## config.mk

```make
export PLATFORM = sky130hd
export DESIGN_NAME = retire_stage
export DESIGN_NICKNAME = d
export VERILOG_FILES = /design/src/rtl/retire_stage.sv
export SDC_FILE = /design/constraint.sdc
export NUM_CORES = 1
export LEC_CHECK = 0
export CELL_PAD_IN_SITES_DETAIL_PLACEMENT = 0
export CELL_PAD_IN_SITES_GLOBAL_PLACEMENT = 1
export CORE_MARGIN = 3
export CORE_UTILIZATION = 28
export CTS_BUF_LIST = sky130_fd_sc_hd__clkbuf_8
export CTS_CLUSTER_SIZE = 40
export DETAILED_ROUTE_END_ITERATION = 16
export PLACE_DENSITY_LB_ADDON = 0.1
export SLEW_MARGIN = 30
export SYNTH_ARGS = -nofsm -noshare
export SYNTH_HDL_FRONTEND = slang
export SYNTH_SLANG_ARGS = --single-unit
```

## constraint.sdc

```tcl
create_clock -name clock -period 2.55 [get_ports clock]
set_clock_uncertainty 0.2 [all_clocks]
set_input_delay 0.765 -clock clock [delete_from_list [all_inputs] [get_ports clock]]
set_output_delay 0.765 -clock clock [all_outputs]
set_load 0.02 [all_outputs]
```

## src/rtl/retire_stage.sv

```systemverilog
// ---------------------------------------------------------------------------
// retire_stage
//   Commit stage that sits directly after the reorder buffer. When the ROB
//   head entry is valid and complete, this block retires it:
//     - writes the architectural register file,
//     - squashes and redirects fetch on a mispredicted (taken) branch,
//     - detects halt,
//     - counts retirements.
//   After a squash, retirement is held off for SQUASH_DRAIN_CYCLES cycles.
//
//   Every effect is registered, so outputs appear the cycle after the fire.
//
// Optional feature macro: RETIRE_PERF_COUNT_EN
//   defined     -> retired_count is a live 32-bit retirement counter
//   not defined -> retired_count is tied to 0 (no counter flops)
//
// Ports:
//   clock, reset             system clock, synchronous active-high reset
//   head_valid/complete      ROB head allocated / result available
//   head_tag                 ROB index of the head entry
//   head_reg_idx/value       destination register and result value
//   head_PC/NPC              instruction PC and resolved next PC
//   head_take_branch         branch resolved taken (mispredict, predict-not-taken)
//   head_halt                head is a halt instruction
//   rf_wr_en/idx/data        architectural register file write port
//   squash_signal            one-cycle flush pulse
//   redirect_pc              fetch target, valid while squash_signal=1
//   retire_valid/PC/tag      information about the instruction retired last cycle
//   halted                   sticky halt indicator
//   retired_count            retirement performance counter
// ---------------------------------------------------------------------------
module retire_stage #(
  parameter int ROB_SIZE            = 32,
  parameter int XLEN                = 32,
  parameter int SQUASH_DRAIN_CYCLES = 2
) (
  input  logic                        clock,
  input  logic                        reset,
  input  logic                        head_valid,
  input  logic                        head_complete,
  input  logic [$clog2(ROB_SIZE)-1:0] head_tag,
  input  logic [4:0]                  head_reg_idx,
  input  logic [XLEN-1:0]             head_value,
  input  logic [XLEN-1:0]             head_PC,
  input  logic [XLEN-1:0]             head_NPC,
  input  logic                        head_take_branch,
  input  logic                        head_halt,
  output logic                        rf_wr_en,
  output logic [4:0]                  rf_wr_idx,
  output logic [XLEN-1:0]             rf_wr_data,
  output logic                        squash_signal,
  output logic [XLEN-1:0]             redirect_pc,
  output logic                        retire_valid,
  output logic [XLEN-1:0]             retire_PC,
  output logic [$clog2(ROB_SIZE)-1:0] retire_tag,
  output logic                        halted,
  output logic [31:0]                 retired_count
);

  localparam int TAG_W = $clog2(ROB_SIZE);

  localparam logic [1:0] ST_RUN    = 2'd0;
  localparam logic [1:0] ST_DRAIN  = 2'd1;
  localparam logic [1:0] ST_HALTED = 2'd2;

  localparam logic [3:0] DRAIN_LOAD = 4'(SQUASH_DRAIN_CYCLES);

  logic [1:0]       r_state;
  logic [3:0]       r_drain_cnt;
  logic             r_rf_wr_en;
  logic [4:0]       r_rf_wr_idx;
  logic [XLEN-1:0]  r_rf_wr_data;
  logic             r_squash;
  logic [XLEN-1:0]  r_redirect_pc;
  logic             r_retire_valid;
  logic [XLEN-1:0]  r_retire_pc;
  logic [TAG_W-1:0] r_retire_tag;
  logic             r_halted;

  logic w_fire;
  logic w_writes_rf;
  logic w_mispredict;
  logic w_halt_fire;

  assign w_fire       = (r_state == ST_RUN) && head_valid && head_complete;
  // x0 is hardwired zero, so it retires without a register write
  assign w_writes_rf  = w_fire && (head_reg_idx != 5'd0);
  // halt takes priority over a taken branch: no squash on a halting fire
  assign w_mispredict = w_fire && head_take_branch && !head_halt;
  assign w_halt_fire  = w_fire && head_halt;

  always_ff @(posedge clock) begin
    if (reset) begin
      r_state     <= ST_RUN;
      r_drain_cnt <= 4'd0;
    end else begin
      case (r_state)
        ST_RUN: begin
          if (w_halt_fire) begin
            r_state <= ST_HALTED;
          end else if (w_mispredict) begin
            r_state     <= ST_DRAIN;
            r_drain_cnt <= DRAIN_LOAD;
          end
        end
        ST_DRAIN: begin
          // leaving at a count of 1 gives exactly DRAIN_LOAD blocked cycles
          if (r_drain_cnt <= 4'd1) begin
            r_state     <= ST_RUN;
            r_drain_cnt <= 4'd0;
          end else begin
            r_drain_cnt <= r_drain_cnt - 4'd1;
          end
        end
        ST_HALTED: r_state <= ST_HALTED;
        default: begin
          r_state     <= ST_RUN;
          r_drain_cnt <= 4'd0;
        end
      endcase
    end
  end

  // Retirement outputs: zero in any cycle not preceded by a fire.
  always_ff @(posedge clock) begin
    if (reset) begin
      r_rf_wr_en     <= 1'b0;
      r_rf_wr_idx    <= '0;
      r_rf_wr_data   <= '0;
      r_squash       <= 1'b0;
      r_redirect_pc  <= '0;
      r_retire_valid <= 1'b0;
      r_retire_pc    <= '0;
      r_retire_tag   <= '0;
      r_halted       <= 1'b0;
    end else begin
      r_rf_wr_en     <= w_writes_rf;
      r_rf_wr_idx    <= w_writes_rf  ? head_reg_idx : 5'd0;
      r_rf_wr_data   <= w_writes_rf  ? head_value   : '0;
      r_squash       <= w_mispredict;
      r_redirect_pc  <= w_mispredict ? head_NPC     : '0;
      r_retire_valid <= w_fire;
      r_retire_pc    <= w_fire       ? head_PC      : '0;
      r_retire_tag   <= w_fire       ? head_tag     : '0;
      r_halted       <= r_halted || w_halt_fire;
    end
  end

`ifdef RETIRE_PERF_COUNT_EN
  logic [31:0] r_retired_count;

  // No fire is possible in HALTED, so the counter freezes there naturally.
  always_ff @(posedge clock) begin
    if (reset) begin
      r_retired_count <= 32'd0;
    end else if (w_fire) begin
      r_retired_count <= r_retired_count + 32'd1;
    end
  end

  assign retired_count = r_retired_count;
`else
  assign retired_count = 32'd0;
`endif

  assign rf_wr_en      = r_rf_wr_en;
  assign rf_wr_idx     = r_rf_wr_idx;
  assign rf_wr_data    = r_rf_wr_data;
  assign squash_signal = r_squash;
  assign redirect_pc   = r_redirect_pc;
  assign retire_valid  = r_retire_valid;
  assign retire_PC     = r_retire_pc;
  assign retire_tag    = r_retire_tag;
  assign halted        = r_halted;

endmodule

```

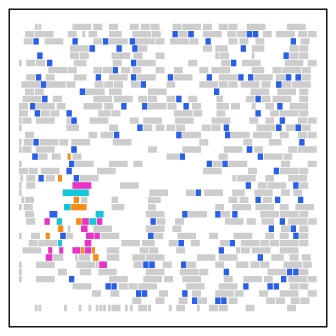
**Above:** selected gate families.
| family | colour | cells |
|---|---|---|
| nand cells | cyan | 6 |
| and/or cells | blue | 108 |
| nor cells | orange | 10 |
| aoi and oai cells | magenta | 14 |

==> run summary <==
Purpose: to document the outcome of synthesis and place and route.

Global route
Entering global routing, the biggest net connects 34 pins. The number of antenna violations at the first check in global routing came to 0. The via count of the first global-routing pass is 2735. Global routing used 14.4% of the available tracks.

Placement
Port buffering added 221 buffers.

Die
The core region is 12300 um2. The chip width is 119 um.

Setup path
The worst register-to-register path has a depth of 5. Data on the critical path arrives at its endpoint at 1.38 ns. In this run the worst setup path begins at rf_wr_data[19]. Walking the worst path, the cells encountered are clkdlybuf4s50_1. The critical path start-end classification is reg2out. The buffering stage count on the worst path with inverters included is 1. The element type at the critical path end is an output port. In this run the number of cells on the critical path is 1. The largest individual stage delay along the critical path comes from the cell clkdlybuf4s50_1. STA puts the critical path data required time at 1.59 ns. The timing report gives the biggest stage delay along the critical path as 0.64 ns.

Detailed routing
The number of optimization iterations in the first detailed-route pass is 4. The routed layout has 2769 vias. The first routing iteration left 119 violations. The number of antenna-violating nets in the routed design is 0.

The via-per-instance ratio is 3.85.

STA
The post-route minimum period is 2.34 ns. The final critical path takes up 91.8% of the cycle.

Power and ir drop
The leakage dissipation is 2.49 nW. The overall power consumption is 3.81 mW. For this design the ratio of total power to cell area is 606 nW/um2.

CTS
The registers of the reported paths see a clock transition of 0.07 ns. TritonCTS built the clock tree. For the worst-skew pair, the clock arrives at the later sink with an insertion delay of 0.42 ns. The number of buffers inserted by post-CTS setup repair is 0.

Buffers inserted during clock tree synthesis total 17. The tree is rooted in a clkbuf_8. The number of clock sinks is 116.

Layout
The layout summary lists the proportion of cells stronger than drive strength 1 as 7.44%. 0 antenna diodes ended up in the layout. The area added between synthesis and finish is 74.9%.

Synthesis
The yosys synthesis warning count is 0. The average cell area after synthesis is 11.8 um2. In the synthesized netlist, the number of instances is 305.

The post-synthesis sequential element count is 116. The sequential area share after synthesis is 64.6%. The number of standard cells reported by yosys is 305.

Worst hold path
The class of the worst hold path is reg2reg.

Run status
The run finished with clean final reports.
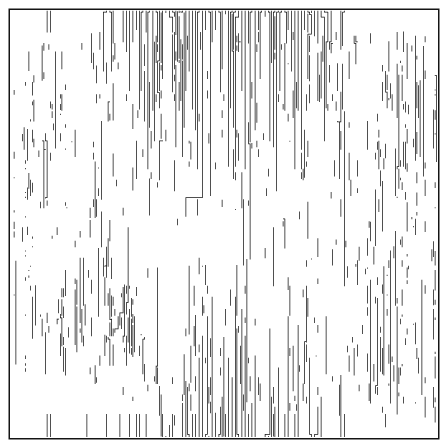
**Above:** M2 wires.
main direction: vertical
longest straight run: 52.0 um

[sequential cells by signal, indices dropped and copies added, names as in the netlist]
name           count
redirect_pc       32
retire_PC         32
rf_wr_data        32
retire_tag         5
rf_wr_idx          5
r_drain_cnt        4
r_state            2
halted             1
retire_valid       1
rf_wr_en           1
squash_signal      1
[layout by cell type, fill, tap and decap left out, types with 3 or more instances in the layout]
cell and instances:
a31oi_1 3, o31ai_1 3, clkinv_2 5, clkbuf_8 23, conb_1 32, buf_12 3
inv_1 4, clkdlybuf4s50_1 221, dfxtp_1 116, nor2_1 3, and2_1 106
[metrics by stage]
stage	instance area [um2]	setup WS (ns)	utilization (%)	hold slack, ns
global route	6280	0.130	51.2	0.329
floorplan	3710	0.751	-	0.287
global placement	5910	0.208	48.2	0.272
CTS	6280	0.136	51.2	0.307
finish	6280	0.208	51.2	0.303
detailed placement	5910	0.171	48.2	0.286
[synthesized netlist by cell type, drive strengths merged]
| master | n | share of area (%) |
|---|---|---|
| inv | 3 | 0.31 |
| a31oi | 3 | 0.52 |
| and3b | 1 | 0.24 |
| nor2b | 2 | 0.35 |
| a21oi | 2 | 0.28 |
| and2 | 106 | 18 |
| buf | 38 | 7.7 |
| o31ai | 3 | 0.63 |
| nand4b | 1 | 0.24 |
| nor3 | 3 | 0.56 |
| nand4bb | 1 | 0.77 |
| nor2 | 4 | 0.49 |
| a2111o | 1 | 0.31 |
| conb | 1 | 0.10 |
| nand3 | 1 | 0.14 |
| o211ai | 2 | 0.42 |
| nor4 | 1 | 0.17 |
| a221oi | 1 | 0.24 |
| and3 | 1 | 0.17 |
| dfxtp | 116 | 65 |
| o311ai | 2 | 0.49 |
| o21ba | 1 | 0.28 |
| clkbuf | 5 | 0.59 |
| ha | 2 | 0.70 |
| a211oi | 1 | 0.56 |
| nand2b | 1 | 0.17 |
| nand3b | 2 | 0.42 |
[where the power goes]
group          internal (mW)  leakage, nW  total [mW]  switching (mW)
clock network          0.816        0.195        1.52           0.705
logic                  0.248         1.35       0.417           0.169
registers               1.85        0.941        1.87          0.0128
[cell type report]
cell class	instances	area (um2)
Clock buffer	23	317
Sequential cell	116	2320
Inverter	3	11.3
Fill cell	1140	5980
Tap cell	168	210
Multi-Input combinational cell	174	1080
Timing Repair Buffer	226	2290
Clock inverter	9	52.6
[final timing paths]
check / endpoint / slack (ns)
hold reg to reg: halted / 0.30
setup reg to reg: r_drain_cnt[0] / 1.05
hold / removal: halted / 0.30
setup / recovery: rf_wr_data[19] / 0.21
[cell families after synthesis]
kind of cell | count (synthesis) | share of synthesized area (%)
flip-flops | 116 | 64.6
adder cells (fa/ha/maj) | 2 | 0.697
AND-OR/OR-AND | 16 | 3.73
other | 1 | 0.104
buffers and inverters | 46 | 8.64
AND/OR/NAND/NOR | 124 | 22.2
[layer usage]
layer | wire length, um | track usage [%] | vias up
li1 | - | - | 1362
met5 | 0 | 0 | -
met4 | 159 | 6.30 | 0
met3 | 1100 | 7.03 | 14
met2 | 5140 | 24.5 | 157
met1 | 3770 | 14.9 | 1236
No activity file was given, so power comes from the tool's default toggle rates.
